==> src/rtl/count_stream_decoder_pkg.sv <==
// Shared types for the counter-bus monitor: FSM states, direction codes and
// the step-classification codes produced by step_classifier.
package count_stream_decoder_pkg;

    typedef enum logic [1:0] {
        ST_IDLE   = 2'd0,
        ST_TRACK  = 2'd1,
        ST_LOCKED = 2'd2
    } state_e;

    localparam logic DIR_UP   = 1'b0;
    localparam logic DIR_DOWN = 1'b1;

    typedef enum logic [1:0] {
        DELTA_NONE = 2'd0,
        DELTA_UP   = 2'd1,
        DELTA_DOWN = 2'd2,
        DELTA_ERR  = 2'd3
    } delta_e;

    // A 4-bit bus only ever legally moves by one in either direction, mod 16.
    function automatic delta_e classify_delta(input logic [3:0] diff);
        delta_e code;
        case (diff)
            4'd0:    code = DELTA_NONE;
            4'd1:    code = DELTA_UP;
            4'd15:   code = DELTA_DOWN;
            default: code = DELTA_ERR;
        endcase
        return code;
    endfunction

endpackage

==> src/rtl/count_stream_decoder_step_classifier.sv <==
// Combinational step classifier: maps the current and previous 4-bit samples
// to a delta code. Also used by the display-side checker.
module step_classifier
    import count_stream_decoder_pkg::*;
(
    input  logic [3:0] v_q_i,
    input  logic [3:0] v_prev_i,
    output delta_e     delta_o
);

    logic [3:0] diff_s;

    // Modulo-16 difference, then classification.
    always_comb begin
        diff_s  = v_q_i - v_prev_i;
        delta_o = classify_delta(diff_s);
    end

endmodule

==> src/rtl/count_stream_decoder.sv <==
// Receive-side monitor for a 4-bit up/down counter bus: step/direction,
// period and rate class, lock tracking and illegal-jump detection.
// Optional reversal counter enabled by `define COUNT_STREAM_REV_CNT_EN.
module count_stream_decoder
    import count_stream_decoder_pkg::*;
#(
    parameter int CNT_W       = 28,
    parameter int FAST_THRESH = 1000000,
    parameter int LOCK_STEPS  = 4,
    parameter int TIMEOUT     = 50000000
) (
    input  logic             clk,
    input  logic             rst,
    input  logic [3:0]       value_in,
    output logic             step_pulse,
    output logic             dir,
    output logic             fast,
    output logic             locked,
    output logic             err_pulse,
    output logic [CNT_W-1:0] period,
    output logic [7:0]       rev_cnt
);

    localparam logic [CNT_W:0]   FAST_TH_C  = (CNT_W+1)'(FAST_THRESH);
    localparam logic [CNT_W-1:0] TMO_LAST_C = CNT_W'(TIMEOUT - 1);
    localparam logic [3:0]       LOCK_C     = 4'(LOCK_STEPS);

    state_e           state_q, state_d;
    logic [3:0]       v_q, v_prev_q, lock_q, lock_d;
    logic             vld0_q, valid_q, valid_d, have_q, have_d;
    logic [CNT_W-1:0] cnt_q, cnt_d, period_q, period_d;
    logic             dir_q, dir_d, fast_q, fast_d;
    logic             step_q, step_d, err_q, err_d, locked_q, locked_d;

    delta_e           delta_s;
    logic             is_step_s, is_err_s, step_dir_s, tmo_s;
    logic [CNT_W:0]   cnt_inc_s;

    step_classifier u_step_classifier (
        .v_q_i    (v_q),
        .v_prev_i (v_prev_q),
        .delta_o  (delta_s)
    );

    // valid_q gates out comparisons whose v_prev is not yet a real sample.
    assign is_step_s  = valid_q && ((delta_s == DELTA_UP) || (delta_s == DELTA_DOWN));
    assign is_err_s   = valid_q && (delta_s == DELTA_ERR);
    assign step_dir_s = (delta_s == DELTA_DOWN) ? DIR_DOWN : DIR_UP;
    assign tmo_s      = (cnt_q >= TMO_LAST_C);
    assign cnt_inc_s  = {1'b0, cnt_q} + {{CNT_W{1'b0}}, 1'b1};

    // Next-state logic: FSM, period measurement and output pulses.
    always_comb begin
        state_d  = state_q;
        lock_d   = lock_q;
        dir_d    = dir_q;
        period_d = period_q;
        fast_d   = fast_q;
        have_d   = have_q;
        valid_d  = vld0_q;
        step_d   = 1'b0;
        err_d    = 1'b0;
        cnt_d    = cnt_inc_s[CNT_W] ? cnt_q : cnt_inc_s[CNT_W-1:0];

        case (state_q)
            ST_IDLE: begin
                if (is_step_s) begin
                    dir_d   = step_dir_s;
                    lock_d  = 4'd1;
                    state_d = ST_TRACK;
                end else begin
                    state_d = ST_IDLE;
                end
            end
            ST_TRACK: begin
                if (is_err_s) begin
                    state_d = ST_IDLE;
                end else if (is_step_s && (step_dir_s == dir_q)) begin
                    lock_d  = lock_q + 4'd1;
                    state_d = ((lock_q + 4'd1) == LOCK_C) ? ST_LOCKED : ST_TRACK;
                end else if (is_step_s) begin
                    lock_d = 4'd1;
                    dir_d  = step_dir_s;
                end else if (tmo_s) begin
                    state_d = ST_IDLE;
                end else begin
                    state_d = ST_TRACK;
                end
            end
            ST_LOCKED: begin
                if (is_err_s) begin
                    state_d = ST_IDLE;
                end else if (is_step_s && (step_dir_s != dir_q)) begin
                    lock_d  = 4'd1;
                    dir_d   = step_dir_s;
                    state_d = ST_TRACK;
                end else if (!is_step_s && tmo_s) begin
                    state_d = ST_IDLE;
                end else begin
                    state_d = ST_LOCKED;
                end
            end
            default: state_d = ST_IDLE;
        endcase

        if (is_step_s) begin
            step_d = 1'b1;
            cnt_d  = {CNT_W{1'b0}};
            have_d = 1'b1;
            if (have_q) begin
                period_d = cnt_inc_s[CNT_W] ? {CNT_W{1'b1}} : cnt_inc_s[CNT_W-1:0];
                fast_d   = (cnt_inc_s < FAST_TH_C);
            end else begin
                period_d = period_q;
            end
        end else begin
            err_d = is_err_s;
        end

        // Entering IDLE forgets the last step and skips one comparison.
        if ((state_d == ST_IDLE) && (state_q != ST_IDLE)) begin
            valid_d = 1'b0;
            have_d  = 1'b0;
        end else begin
            valid_d = vld0_q;
        end

        locked_d = (state_d == ST_LOCKED);
    end

    // State and output registers.
    always_ff @(posedge clk or negedge rst) begin
        if (!rst) begin
            state_q  <= ST_IDLE;
            v_q      <= 4'd0;
            v_prev_q <= 4'd0;
            vld0_q   <= 1'b0;
            valid_q  <= 1'b0;
            have_q   <= 1'b0;
            cnt_q    <= {CNT_W{1'b0}};
            lock_q   <= 4'd0;
            period_q <= {CNT_W{1'b0}};
            dir_q    <= 1'b0;
            fast_q   <= 1'b0;
            step_q   <= 1'b0;
            err_q    <= 1'b0;
            locked_q <= 1'b0;
        end else begin
            state_q  <= state_d;
            v_q      <= value_in;
            v_prev_q <= v_q;
            vld0_q   <= 1'b1;
            valid_q  <= valid_d;
            have_q   <= have_d;
            cnt_q    <= cnt_d;
            lock_q   <= lock_d;
            period_q <= period_d;
            dir_q    <= dir_d;
            fast_q   <= fast_d;
            step_q   <= step_d;
            err_q    <= err_d;
            locked_q <= locked_d;
        end
    end

    assign step_pulse = step_q;
    assign err_pulse  = err_q;
    assign dir        = dir_q;
    assign fast       = fast_q;
    assign locked     = locked_q;
    assign period     = period_q;

`ifdef COUNT_STREAM_REV_CNT_EN
    logic [7:0] rev_q, rev_d;

    // A reversal is any opposite-direction step once tracking has begun.
    always_comb begin
        if (is_step_s && (state_q != ST_IDLE) && (step_dir_s != dir_q) && (rev_q != 8'hFF)) begin
            rev_d = rev_q + 8'd1;
        end else begin
            rev_d = rev_q;
        end
    end

    // Reversal counter register, cleared only by reset.
    always_ff @(posedge clk or negedge rst) begin
        if (!rst) begin
            rev_q <= 8'd0;
        end else begin
            rev_q <= rev_d;
        end
    end

    assign rev_cnt = rev_q;
`else
    assign rev_cnt = 8'd0;
`endif

endmodule

==> config.mk <==
export PLATFORM = sky130hd
export DESIGN_NAME = count_stream_decoder
export DESIGN_NICKNAME = d
export VERILOG_FILES = /design/src/rtl/count_stream_decoder_pkg.sv /design/src/rtl/count_stream_decoder_step_classifier.sv /design/src/rtl/count_stream_decoder.sv
export SDC_FILE = /design/constraint.sdc
export NUM_CORES = 1
export LEC_CHECK = 0
export ABC_AREA = 0
export CORE_MARGIN = 2
export CORE_UTILIZATION = 56
export DETAILED_ROUTE_END_ITERATION = 16
export MAX_ROUTING_LAYER = met4
export PLACE_DENSITY = 0.8
export SKIP_CTS_REPAIR_TIMING = 1
export SLEW_MARGIN = 5
export SYNTH_ARGS = -nofsm -noshare
export SYNTH_HDL_FRONTEND = slang
export SYNTH_SLANG_ARGS = --single-unit
==> constraint.sdc <==
create_clock -name clk -period 4.5 [get_ports clk]
set_clock_uncertainty 0.2 [all_clocks]
set_input_delay 0.45 -clock clk [delete_from_list [all_inputs] [get_ports clk]]
set_output_delay 0.45 -clock clk [all_outputs]
set_load 0.01 [all_outputs]
==> images/ff_map.png <==
Other sequential cells in the stronger grey, the rest of the logic in the fainter grey.
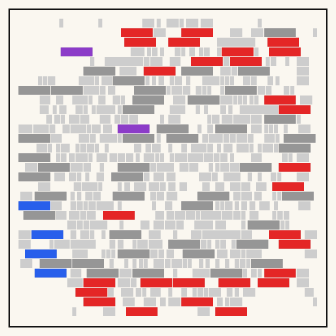
| netlist name | colour | sequential cells |
|---|---|---|
| v_q | blue | 4 |
| state_q | purple | 2 |
| period | red | 28 |
not coloured: 44
Reg area: 1952 um2
Util after Layout: 66.43%
Seq area share: 41.17%

==> images/layers.png <==
Only two layers are drawn.
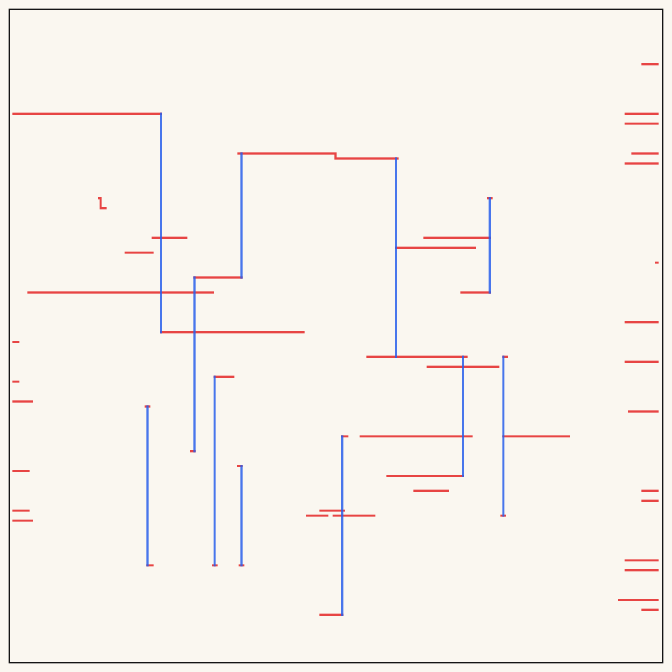
| layer | colour | wire length |
|---|---|---|
| M3 | red | 273 um |
| M4 | blue | 235 um |
Final Routed Wirelength: 7966 um
Routed WL per cell: 13.90 um
vias: 3179
gr usage total: 22.85%

==> images/congestion_map.png <==
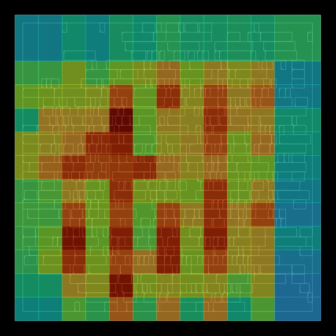
met1 usage: 27.47%
routing usage on met2: 37.51%
met3 Track Usage GR: 4.432%
most used routing layer: met2

==> images/m3.png <==
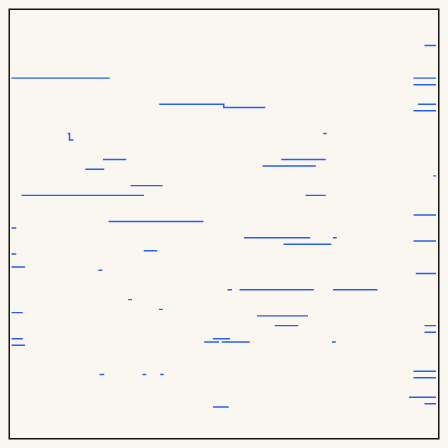
share of all routed wire: 3.4%
nets with wire on the layer: 37

==> images/pinout.png <==
Pins as bars across the die edge, other pins in grey.
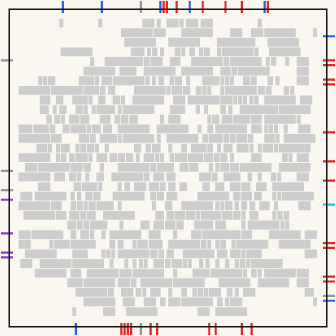
| port | colour | pins | direction | edge |
|---|---|---|---|---|
| period | red | 28 | output | 11 right, 10 bottom, 7 top |
| fast | cyan | 1 | output | right |
| value_in | purple | 4 | input | left |
| rev_cnt | blue | 8 | output | 5 top, 2 right, 1 bottom |
vertical die size: 89.37 um
Die Span X: 89.37 um
IO buf count: 38

==> qor.csv <==
metric;value;unit
grt_overflow;0;
first_global_vias;3049;
synth_cell_types;62;
nets;486;
finalHoldViolCount;0;
p_leak;0.002151;uW
place_area;4472;um2
post-route-min-period;3844;ps
fin_crit_sh;85.42;%
edf_count;0;
m1WireLength;3454;um
hpwl;5621;um
peakVddDrop;212.4;uV
chipArea;7987;um2
finalMaxSlewViolations;0;
avgSynthCellArea;9.318;um2
path_clk_slew;80;ps
cts.path.max_buffers;2;
place.gp.congestion;0.8873;
rsz0062_at_grt;false;
fin_tns_setup;0;ps
syn_inst;438;
fmax;260.2;MHz
dr.max_layer_used;met4;
clock-sinks;78;
num-fill-cells;568;
synth_flop_count;78;
crit_slowest_cell;a2111oi_2;
finish.instance_area;4741;um2
end_kind;flip-flop;
cellPowerDensity;418.4;nW/um2
worstMarginPinSlew;952.1;ps
ys_area;4081;um2
hold_class;input port to asynchronous set/reset pin;
max_cap_violations;0;
cp_cell_sequence;inv_1 > ha_1 > and3b_1 > o21ai_0 > nand2_1 > or3_1 > ha_1 > nand2_1 > inv_1 > a21oi_1 > and3_1 > a22o_1 > a2111oi_2 > nor2_1;
wl_met3;272;um
cts_buffers;9;
critPathKind;flip-flop to flip-flop;
core-area;7137;um2
antenna_found_initial;0;
tool_warnings;29;
core_util_floorplan;57.19;%
drc;0;
outcome;finished clean;
relSlewSlack;36.00;%
drive_gt1_share;7.806;%
diodes;0;
critPathArrivalTime;3870;ps
ios;47;
netlist_area;4081;um2
ys.flop_type;dfrtp_1;
drt_pass1_iterations;4;
syn_to_final_growth;16.16;%
grt_start_max_net_pins;79;
avgViaCountPerCell;5.548;
grt_pass1_wl;13770;um
cp_max_fo;12;
async_flop_share;100.0;%
wl_met2;4004;um
numPlacedInstances;557;
ant_nets;0;
cp_slowest_stage_delay;410;ps
ys_warn_count;0;
ys_seq_share;47.82;%
htree_levels;3;
std_cell_rows;31;
yosys_cells;438;
cts_tree;done;
cp.required;4530;ps
setup_viol;0;
cp-start-kind;flip-flop;
instances_no_fill;573;
cts-root-buf;clkbuf_8;
initialDrtViolationCount;168;
clock_latency;360;ps
comb_area;1936;um2
[final timing paths]
check	startpoint	end	slack (ps)	cells after the start
setup / recovery	v_prev_q[1]$_DFF_PN0_	valid_q$_DFF_PN0_	660	14
hold / removal	rst	period[16]$_DFFE_PN0P_	30	1
setup reg to reg	v_prev_q[1]$_DFF_PN0_	valid_q$_DFF_PN0_	660	14
hold reg to reg	v_q[0]$_DFF_PN0_	v_prev_q[0]$_DFF_PN0_	180	0
max in group asynchronous	rst	period[26]$_DFFE_PN0P_	3470	1
min in group clk	v_q[0]$_DFF_PN0_	v_prev_q[0]$_DFF_PN0_	180	0
[synthesized netlist by cell type (8+ instances only)]
master,instances,area [um2]
dfrtp_1,78,1952
nor2_1,68,255.2
nand2_1,52,195.2
o21ai_1,20,100.1
o21ai_0,16,80.08
nand3_1,15,75.07
xnor2_1,15,131.4
inv_1,12,45.04
clkbuf_1,11,41.29
a21oi_1,10,50.05
buf_4,10,75.07
ha_1,10,125.1
xor2_1,9,78.83
and3_1,8,50.05
[power breakdown]
| group | switching (uW) | internal [uW] |
|---|---|---|
| clock | 266 | 427 |
| sequential | 75.0 | 785 |
| combinational | 238 | 192 |
| total | 580 | 1400 |
[per-stage QoR]
step / hold WS [ps] / setup WS, ps / total power, uW / util (%)
2_1_floorplan: -45.59 / 1172 / 1141 / -
3_3_place_gp: 159.5 / 909.1 / 1283 / 62.66
3_5_place_dp: 166.5 / 685.4 / 1302 / 62.66
4_1_cts: 81.89 / 685.0 / 1996 / 66.43
5_1_grt: 137.2 / 347.7 / 2098 / 66.43
6_report: 33.50 / 656.2 / 1984 / 66.43
[flip-flops by register name (all words and copies together) (netlist names)]
name        flops
v_prev_q        4
vld0_q          1
locked          1
cnt_q          28
dir             1
fast            1
valid_q         1
step_pulse      1
period         28
err_pulse       1
state_q         2
v_q             4
lock_q          4
have_q          1
[final cells by class]
class	count	share of cell area, %
Timing Repair Buffer	43	8.762
Sequential cell	78	41.17
Multi-Input combinational cell	325	40.83
Tap cell	99	2.613
Inverter	12	0.9501
Clock inverter	7	3.061
Clock buffer	9	2.613
[worst max-delay path, delay by kind of cell (launching register included)]
kind	cells	cell delay (ps)
AOI/OAI and AO/OA	4	1000
adders and majority gates	2	630
buffers and inverters	2	410
DFF	1	390
and+or+nand+nor	6	1090
[logic make-up after synthesis]
kind of cell	count (synthesis)	synth area share, %
adders and majority gates	11	3.556
AOI/OAI and AO/OA	83	13.15
buffers and inverters	42	5.456
and+or+nand+nor	190	22.59
DFF	78	47.82
other	2	0.1840
xor gates and xnor gates	24	5.150
muxes	8	2.085
[layout by cell type (no fill, tap or decap), types with 6 or more instances in the layout]
cell and instances:
a21oi_1 10, a31oi_1 6, and2_1 6, and3_1 8
buf_4 6, clkbuf_8 9, clkdlybuf4s50_1 37, conb_1 9
dfrtp_1 78, ha_1 10, inv_1 12, nand2_1 51
nand3_1 15, nand4_1 6, nor2_1 68, nor3_1 6
o21ai_0 16, o21ai_1 20, xnor2_1 15, xor2_1 9
[layer usage]
metal / vias to the layer above / GRT usage [%]
met5: - / -
met4: 0 / 9.905
li1: 1561 / -
met3: 25 / 4.432
met1: 1527 / 27.47
met2: 66 / 37.51
Power and IR drop assume default switching activity.
